===== src/rtl/rgb_pkg.sv =====
// Shared constants and helpers for the RGB PWM driver.
// Contents: word and channel widths, the last phase value, the slice offset
// of each colour channel within the 24-bit word, and a channel-extract helper.
package rgb_pkg;

  localparam int RGB_W     = 24;
  localparam int CH_W      = 8;
  localparam int PHASE_MAX = 254;
  localparam int PRE_W     = 16;

  localparam int R_LSB = 16;
  localparam int G_LSB = 8;
  localparam int B_LSB = 0;

  typedef logic [CH_W-1:0] duty_t;

  // Pull one 8-bit channel out of a packed colour word.
  function automatic duty_t chan(input logic [RGB_W-1:0] word, input int lsb);
    return word[lsb +: CH_W];
  endfunction

endpackage


===== src/rtl/rgb_pwm_driver_if.sv =====
// Bus bundle between the colour source and the RGB PWM driver.
// master: drives rgb_in/load/enable and observes the LED side.
// slave : the driver; receives the colour word and produces the PWM outputs,
//         the period_start pulse and the pending flag.
interface rgb_pwm_driver_if;
  import rgb_pkg::*;

  logic [RGB_W-1:0] rgb_in;
  logic             load;
  logic             enable;
  logic             pwm_r;
  logic             pwm_g;
  logic             pwm_b;
  logic             period_start;
  logic             pending;

  modport master (
    output rgb_in, load, enable,
    input  pwm_r, pwm_g, pwm_b, period_start, pending
  );

  modport slave (
    input  rgb_in, load, enable,
    output pwm_r, pwm_g, pwm_b, period_start, pending
  );

endinterface


===== src/rtl/pwm_channel_cmp.sv =====
// One PWM colour channel: holds the active duty value and the registered
// compare output.
// Ports: clk/rst (async active-high), enable (run PWM), commit (load duty_next
// into the active duty), duty_next (pending channel value), phase (shared
// phase counter), pwm (registered LED output).
module pwm_channel_cmp
  import rgb_pkg::*;
(
  input  logic  clk,
  input  logic  rst,
  input  logic  enable,
  input  logic  commit,
  input  duty_t duty_next,
  input  duty_t phase,
  output logic  pwm
);

  duty_t duty_r;
  logic  out_r;

  // Active duty register, replaced only when the top signals a commit.
  always_ff @(posedge clk or posedge rst) begin
    if (rst) begin
      duty_r <= 8'd0;
    end else if (commit) begin
      duty_r <= duty_next;
    end else begin
      duty_r <= duty_r;
    end
  end

  // Registered compare; phase never exceeds 254, so duty 255 stays high.
  always_ff @(posedge clk or posedge rst) begin
    if (rst) begin
      out_r <= 1'b0;
    end else begin
      out_r <= enable & (phase < duty_r);
    end
  end

  assign pwm = out_r;

endmodule


===== src/rtl/rgb_pwm_driver.sv =====
// Three-channel PWM LED driver with a double-buffered colour word.
// A loaded word waits in a pending buffer and becomes active only at a period
// wrap (or on any cycle while disabled), so a period is never altered midway.
// Ports: clk, rst (async active-high), bus (slave side of rgb_pwm_driver_if:
// rgb_in, load, enable in; pwm_r/g/b, period_start, pending out).
// Parameter PRESCALE: clk cycles per phase step, 1..65535.
module rgb_pwm_driver
  import rgb_pkg::*;
#(
  parameter int unsigned PRESCALE = 1
) (
  input logic               clk,
  input logic               rst,
  rgb_pwm_driver_if.slave   bus
);

  localparam logic [PRE_W-1:0] PRE_LAST   = PRE_W'(PRESCALE - 32'd1);
  localparam duty_t            PHASE_LAST = CH_W'(PHASE_MAX);

  logic [PRE_W-1:0] prescaler_r;
  duty_t            phase_r;
  logic [RGB_W-1:0] pend_r;
  logic             pending_r;
  logic             period_start_r;

  logic tick_s;
  logic wrap_s;
  logic commit_s;

  // Step/wrap decode; while disabled every cycle is a commit opportunity.
  always_comb begin
    tick_s   = (prescaler_r == PRE_LAST);
    wrap_s   = bus.enable & tick_s & (phase_r == PHASE_LAST);
    commit_s = pending_r & (wrap_s | ~bus.enable);
  end

  // Prescaler and phase counter; both parked at zero while disabled.
  always_ff @(posedge clk or posedge rst) begin
    if (rst) begin
      prescaler_r <= 16'd0;
      phase_r     <= 8'd0;
    end else if (!bus.enable) begin
      prescaler_r <= 16'd0;
      phase_r     <= 8'd0;
    end else if (tick_s) begin
      prescaler_r <= 16'd0;
      phase_r     <= wrap_s ? 8'd0 : (phase_r + 8'd1);
    end else begin
      prescaler_r <= prescaler_r + 16'd1;
      phase_r     <= phase_r;
    end
  end

  // Pending buffer; a load in a commit cycle re-arms pending for the next one,
  // while the commit itself consumes the previous buffer contents.
  always_ff @(posedge clk or posedge rst) begin
    if (rst) begin
      pend_r    <= 24'd0;
      pending_r <= 1'b0;
    end else begin
      if (bus.load) begin
        pend_r <= bus.rgb_in;
      end else begin
        pend_r <= pend_r;
      end
      pending_r <= bus.load | (pending_r & ~commit_s);
    end
  end

  // Period start marks the first clk of phase 0.
  always_ff @(posedge clk or posedge rst) begin
    if (rst) begin
      period_start_r <= 1'b0;
    end else begin
      period_start_r <= bus.enable & (phase_r == 8'd0) & (prescaler_r == 16'd0);
    end
  end

  pwm_channel_cmp u_red (
    .clk       (clk),
    .rst       (rst),
    .enable    (bus.enable),
    .commit    (commit_s),
    .duty_next (chan(pend_r, R_LSB)),
    .phase     (phase_r),
    .pwm       (bus.pwm_r)
  );

  pwm_channel_cmp u_green (
    .clk       (clk),
    .rst       (rst),
    .enable    (bus.enable),
    .commit    (commit_s),
    .duty_next (chan(pend_r, G_LSB)),
    .phase     (phase_r),
    .pwm       (bus.pwm_g)
  );

  pwm_channel_cmp u_blue (
    .clk       (clk),
    .rst       (rst),
    .enable    (bus.enable),
    .commit    (commit_s),
    .duty_next (chan(pend_r, B_LSB)),
    .phase     (phase_r),
    .pwm       (bus.pwm_b)
  );

  assign bus.period_start = period_start_r;
  assign bus.pending      = pending_r;

endmodule


===== src/flat_wrapper.sv =====
// flat-port wrapper written by rule: the top's interface ports become plain ports
module rgb_pwm_driver_flat import rgb_pkg::*;
#(
  parameter int unsigned PRESCALE = 1
)
  (clk, rst, bus_rgb_in, bus_load, bus_enable, bus_pwm_r, bus_pwm_g, bus_pwm_b, bus_period_start, bus_pending);
  rgb_pwm_driver_if bus_i ();
  input logic clk;
  input logic rst;
  input wire logic [$bits(bus_i.rgb_in)-1:0] bus_rgb_in;
  input wire logic [$bits(bus_i.load)-1:0] bus_load;
  input wire logic [$bits(bus_i.enable)-1:0] bus_enable;
  output wire logic [$bits(bus_i.pwm_r)-1:0] bus_pwm_r;
  output wire logic [$bits(bus_i.pwm_g)-1:0] bus_pwm_g;
  output wire logic [$bits(bus_i.pwm_b)-1:0] bus_pwm_b;
  output wire logic [$bits(bus_i.period_start)-1:0] bus_period_start;
  output wire logic [$bits(bus_i.pending)-1:0] bus_pending;
  assign bus_i.rgb_in = bus_rgb_in;
  assign bus_i.load = bus_load;
  assign bus_i.enable = bus_enable;
  assign bus_pwm_r = bus_i.pwm_r;
  assign bus_pwm_g = bus_i.pwm_g;
  assign bus_pwm_b = bus_i.pwm_b;
  assign bus_period_start = bus_i.period_start;
  assign bus_pending = bus_i.pending;
  rgb_pwm_driver #(.PRESCALE(PRESCALE)) u_core (.clk(clk), .rst(rst), .bus(bus_i));
endmodule

===== config.mk =====
export PLATFORM = sky130hd
export DESIGN_NAME = rgb_pwm_driver_flat
export DESIGN_NICKNAME = d
export VERILOG_FILES = /design/src/rtl/rgb_pkg.sv /design/src/rtl/rgb_pwm_driver_if.sv /design/src/rtl/pwm_channel_cmp.sv /design/src/rtl/rgb_pwm_driver.sv /design/src/flat_wrapper.sv
export SDC_FILE = /design/constraint.sdc
export NUM_CORES = 1
export LEC_CHECK = 0
export CAP_MARGIN = 20
export CORE_MARGIN = 2
export CORE_UTILIZATION = 35
export CTS_CLUSTER_DIAMETER = 100
export DETAILED_ROUTE_END_ITERATION = 10
export GPL_TIMING_DRIVEN = 0
export PLACE_DENSITY = 0.54
export SYNTH_ARGS = -nofsm -noshare
export SYNTH_HDL_FRONTEND = slang
export SYNTH_SLANG_ARGS = --single-unit

===== constraint.sdc =====
create_clock -name clk -period 3.2 [get_ports clk]
set_input_delay 0.64 -clock clk [delete_from_list [all_inputs] [get_ports clk]]
set_output_delay 0.64 -clock clk [all_outputs]
set_load 0.01 [all_outputs]

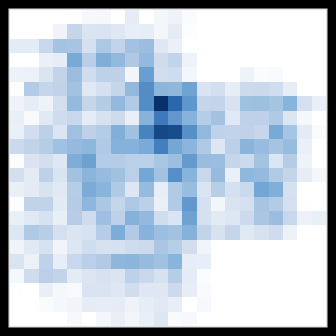
Fig. 1. Routed metal per tile (run 1).
22 x 22 tiles, from white (low) to dark blue (high), scaled to the fullest tile. Values are wire area over tile area, all layers added.
- emptiest ninth of the die: bottom right
- nearly empty tiles: 27%
- tiles over half the peak: 4.5%
Tot GR Track Use: 0.1579
final WL: 8442 µm

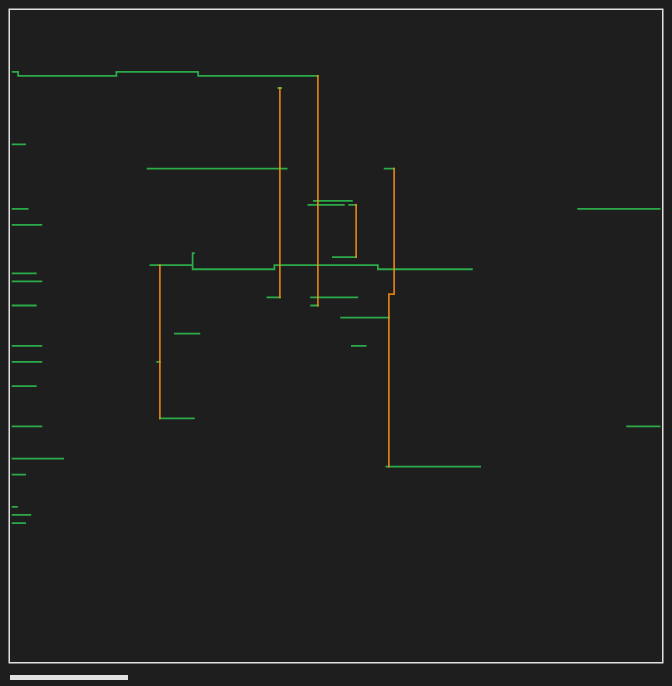
Fig. 2. Wiring by layer (run 1).
Bar = 20 µm. Only two layers are drawn.
- metal 3: green (wire length 278 µm)
- metal 4: orange (wire length 160 µm)

==> impl_metrics.tcl, run 1 <==
# flow metrics
set metrics [dict create \
    cts.path.max_buffers 2 \
    htreeDepth 3 \
    hold_end "u_core.prescaler_r[0]" \
    dp_cells 532 \
    netlist_top_cells_count "dfrtp_1 (77), nor2_1 (43), inv_1 (29)" \
    largest_reg_flops 24 \
    syn_area_um2 3938 \
    fmax_mhz 408.6 \
    yosys_warnings 0 \
    cp.arrival_ns 2.69 \
    ys_sh_mux 0.06864 \
    antenna_found_initial 0 \
    layout_top_cells "dfrtp_1 (77), nor2_1 (43), clkdlybuf4s50_1 (31), inv_1 (28), ha_1 (26)" \
    buf_share 0.09101 \
    cts_setup_buffers 0 \
    seqCellArea_um2 1927 \
    seqPwrFrac 0.486 \
    dr_wl_met2_um 3956 \
    cp-endpoint "u_core.u_blue.duty_r[0]" \
    final_max_slew_viol_count 0 \
    p_comb_frac 0.145 \
    cts-buffers-inserted 9 \
    whs_path_depth 1 \
    critPathLaunchType "flop" \
    n_all_buffers 50 \
    maxSlewHeadroom 0.6111 \
    cp.depth 8 \
    finalHoldViolCount 0 \
    status "completed" \
    synth_cells 360 \
    seq-cell-share 0.4122 \
    synth-adder-area-share 0.08262 \
    regToRegSetupSlack_ns 0.75 \
    setup_tns_ns 0 \
    fp_util 0.3616 \
    worst_slew_pin_slew_ns 0.5833 \
    syn_to_final_growth_pct 18.72 \
    n_antenna_cell 0 \
    top_layer "met4" \
    synthTopLogicFamily "simple AND/OR/NAND/NOR gates" \
    met1_length_um 4048 \
    switching_share 0.2601 \
    synthArstFlopShare 1.000 \
]
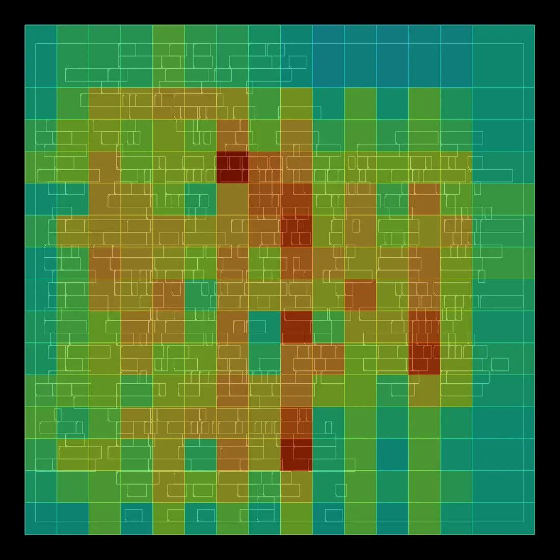
Fig. 3. Routing congestion map (run 1).
met3 Track Usage GR: 0.03880
Layout Utilization: 0.4293
met1 Usage GRT: 0.2103
Avg WL per Cell: 15.41 µm
grt peak-use layer: met2

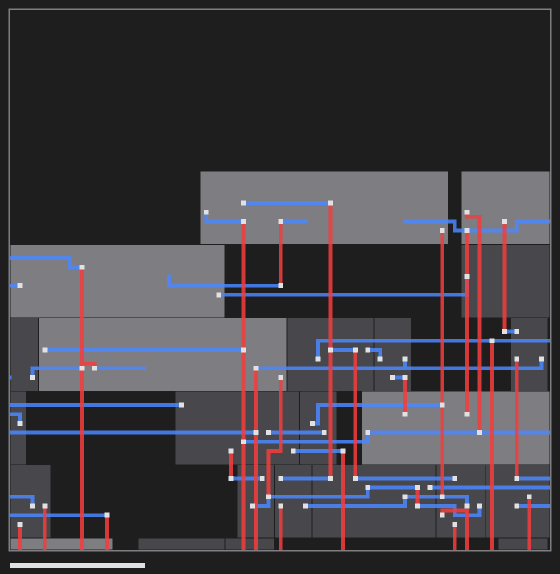
Fig. 4. Layout detail (run 1).
Bar = 5 µm. Window x 73 to 93, y 73 to 93 µm. Cells in gray, sequential cells in the stronger gray; small squares are vias.
- metal 1: blue
- metal 2: red
- netlist names of flops here include: `u_core.prescaler_r` (3), `u_core.bus.period_start` (1)
- most frequent: dfrtp_1 (4), nor2_1 (3)
- cells with their middle in the window: 16
- sequential cells in the window: 4

Fig. 5: run 1, signal wires on met1
Bar = 20 µm.
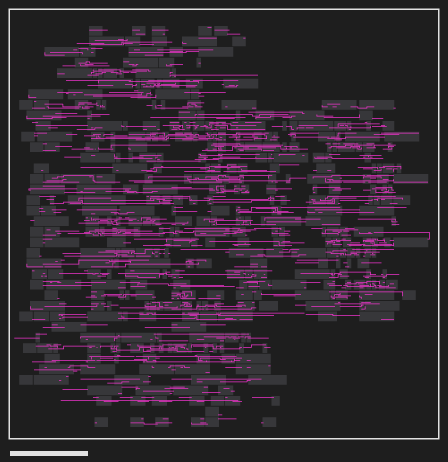

==> inputs of run 2 (changes only) <==
--- a/config.mk
+++ b/config.mk
@@ -11,7 +11,7 @@
 export CTS_CLUSTER_DIAMETER = 100
 export DETAILED_ROUTE_END_ITERATION = 10
 export GPL_TIMING_DRIVEN = 0
-export PLACE_DENSITY = 0.54
+export PLACE_DENSITY = 0.56
 export SYNTH_ARGS = -nofsm -noshare
 export SYNTH_HDL_FRONTEND = slang
 export SYNTH_SLANG_ARGS = --single-unit
==> constraint.sdc (replaced) <==
create_clock -name clk -period 2.2 [get_ports clk]
set_input_delay 0.44 -clock clk [delete_from_list [all_inputs] [get_ports clk]]
set_output_delay 0.44 -clock clk [all_outputs]
set_load 0.01 [all_outputs]
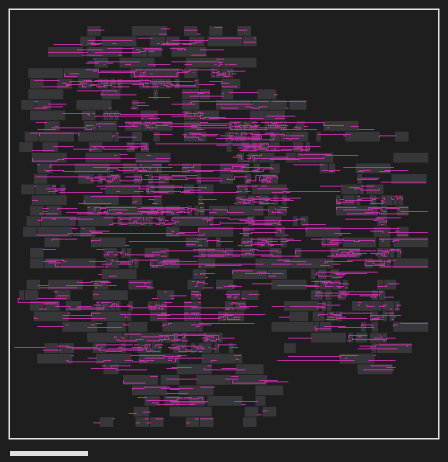
Fig. 6. Signal wires on met1 (run 2).
Bar = 20 µm.
- main direction: horizontal
- wire length on this layer: 3,990 µm
- longest straight run: 51.5 µm
- nets with wire on the layer: 420
- share of all routed wire: 47%
met1 Usage GRT: 0.1997
via count: 2,858
final WL: 8500 µm

==> impl_metrics.tcl, run 2 <==
# flow metrics
set metrics [dict create \
    status "completed" \
    final_max_slew_viol_count 0 \
    n_all_buffers 56 \
    maxSlewHeadroom 0.6061 \
    cts-buffers-inserted 9 \
    layout_top_cells "dfrtp_1 (76), nor2_1 (42), clkdlybuf4s50_1 (31), inv_1 (28), ha_1 (26)" \
    cp.arrival_ns 2.35 \
    n_antenna_cell 0 \
    cp.depth 7 \
    netlist_top_cells_count "dfrtp_1 (77), nor2_1 (43), inv_1 (29)" \
    ys_sh_mux 0.06864 \
    top_usage_layer "met2" \
    cts.path.max_buffers 2 \
    switching_share 0.2522 \
    yosys_warnings 0 \
    dp_cells 533 \
    syn_to_final_growth_pct 20.72 \
    top_layer "met4" \
    regToRegSetupSlack_ns 0.14 \
    seqPwrFrac 0.486 \
    p_comb_frac 0.145 \
    synthArstFlopShare 1.000 \
    finalHoldViolCount 0 \
    critPathLaunchType "flop" \
    cts_setup_buffers 3 \
    cp-endpoint "u_core.u_green.duty_r[2]" \
    fp_util 0.3616 \
    setup_tns_ns 0 \
    synth_cells 360 \
    htreeDepth 3 \
    antenna_found_initial 0 \
    worst_slew_pin_slew_ns 0.5908 \
]
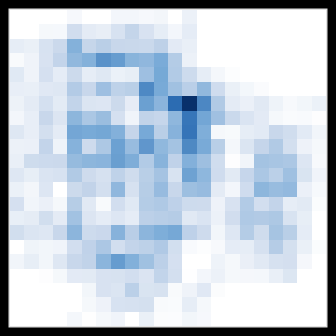
Fig. 7. Routed metal per tile (run 2).
22 x 22 tiles, from white (low) to dark blue (high), scaled to the fullest tile. Values are wire area over tile area, all layers added.
- mean over tiles: 0.11
- tiles over half the peak: 4.5%
- fullest tile: 0.63
Avg WL per Cell: 15.34 µm
Tot GR Track Use: 0.1538

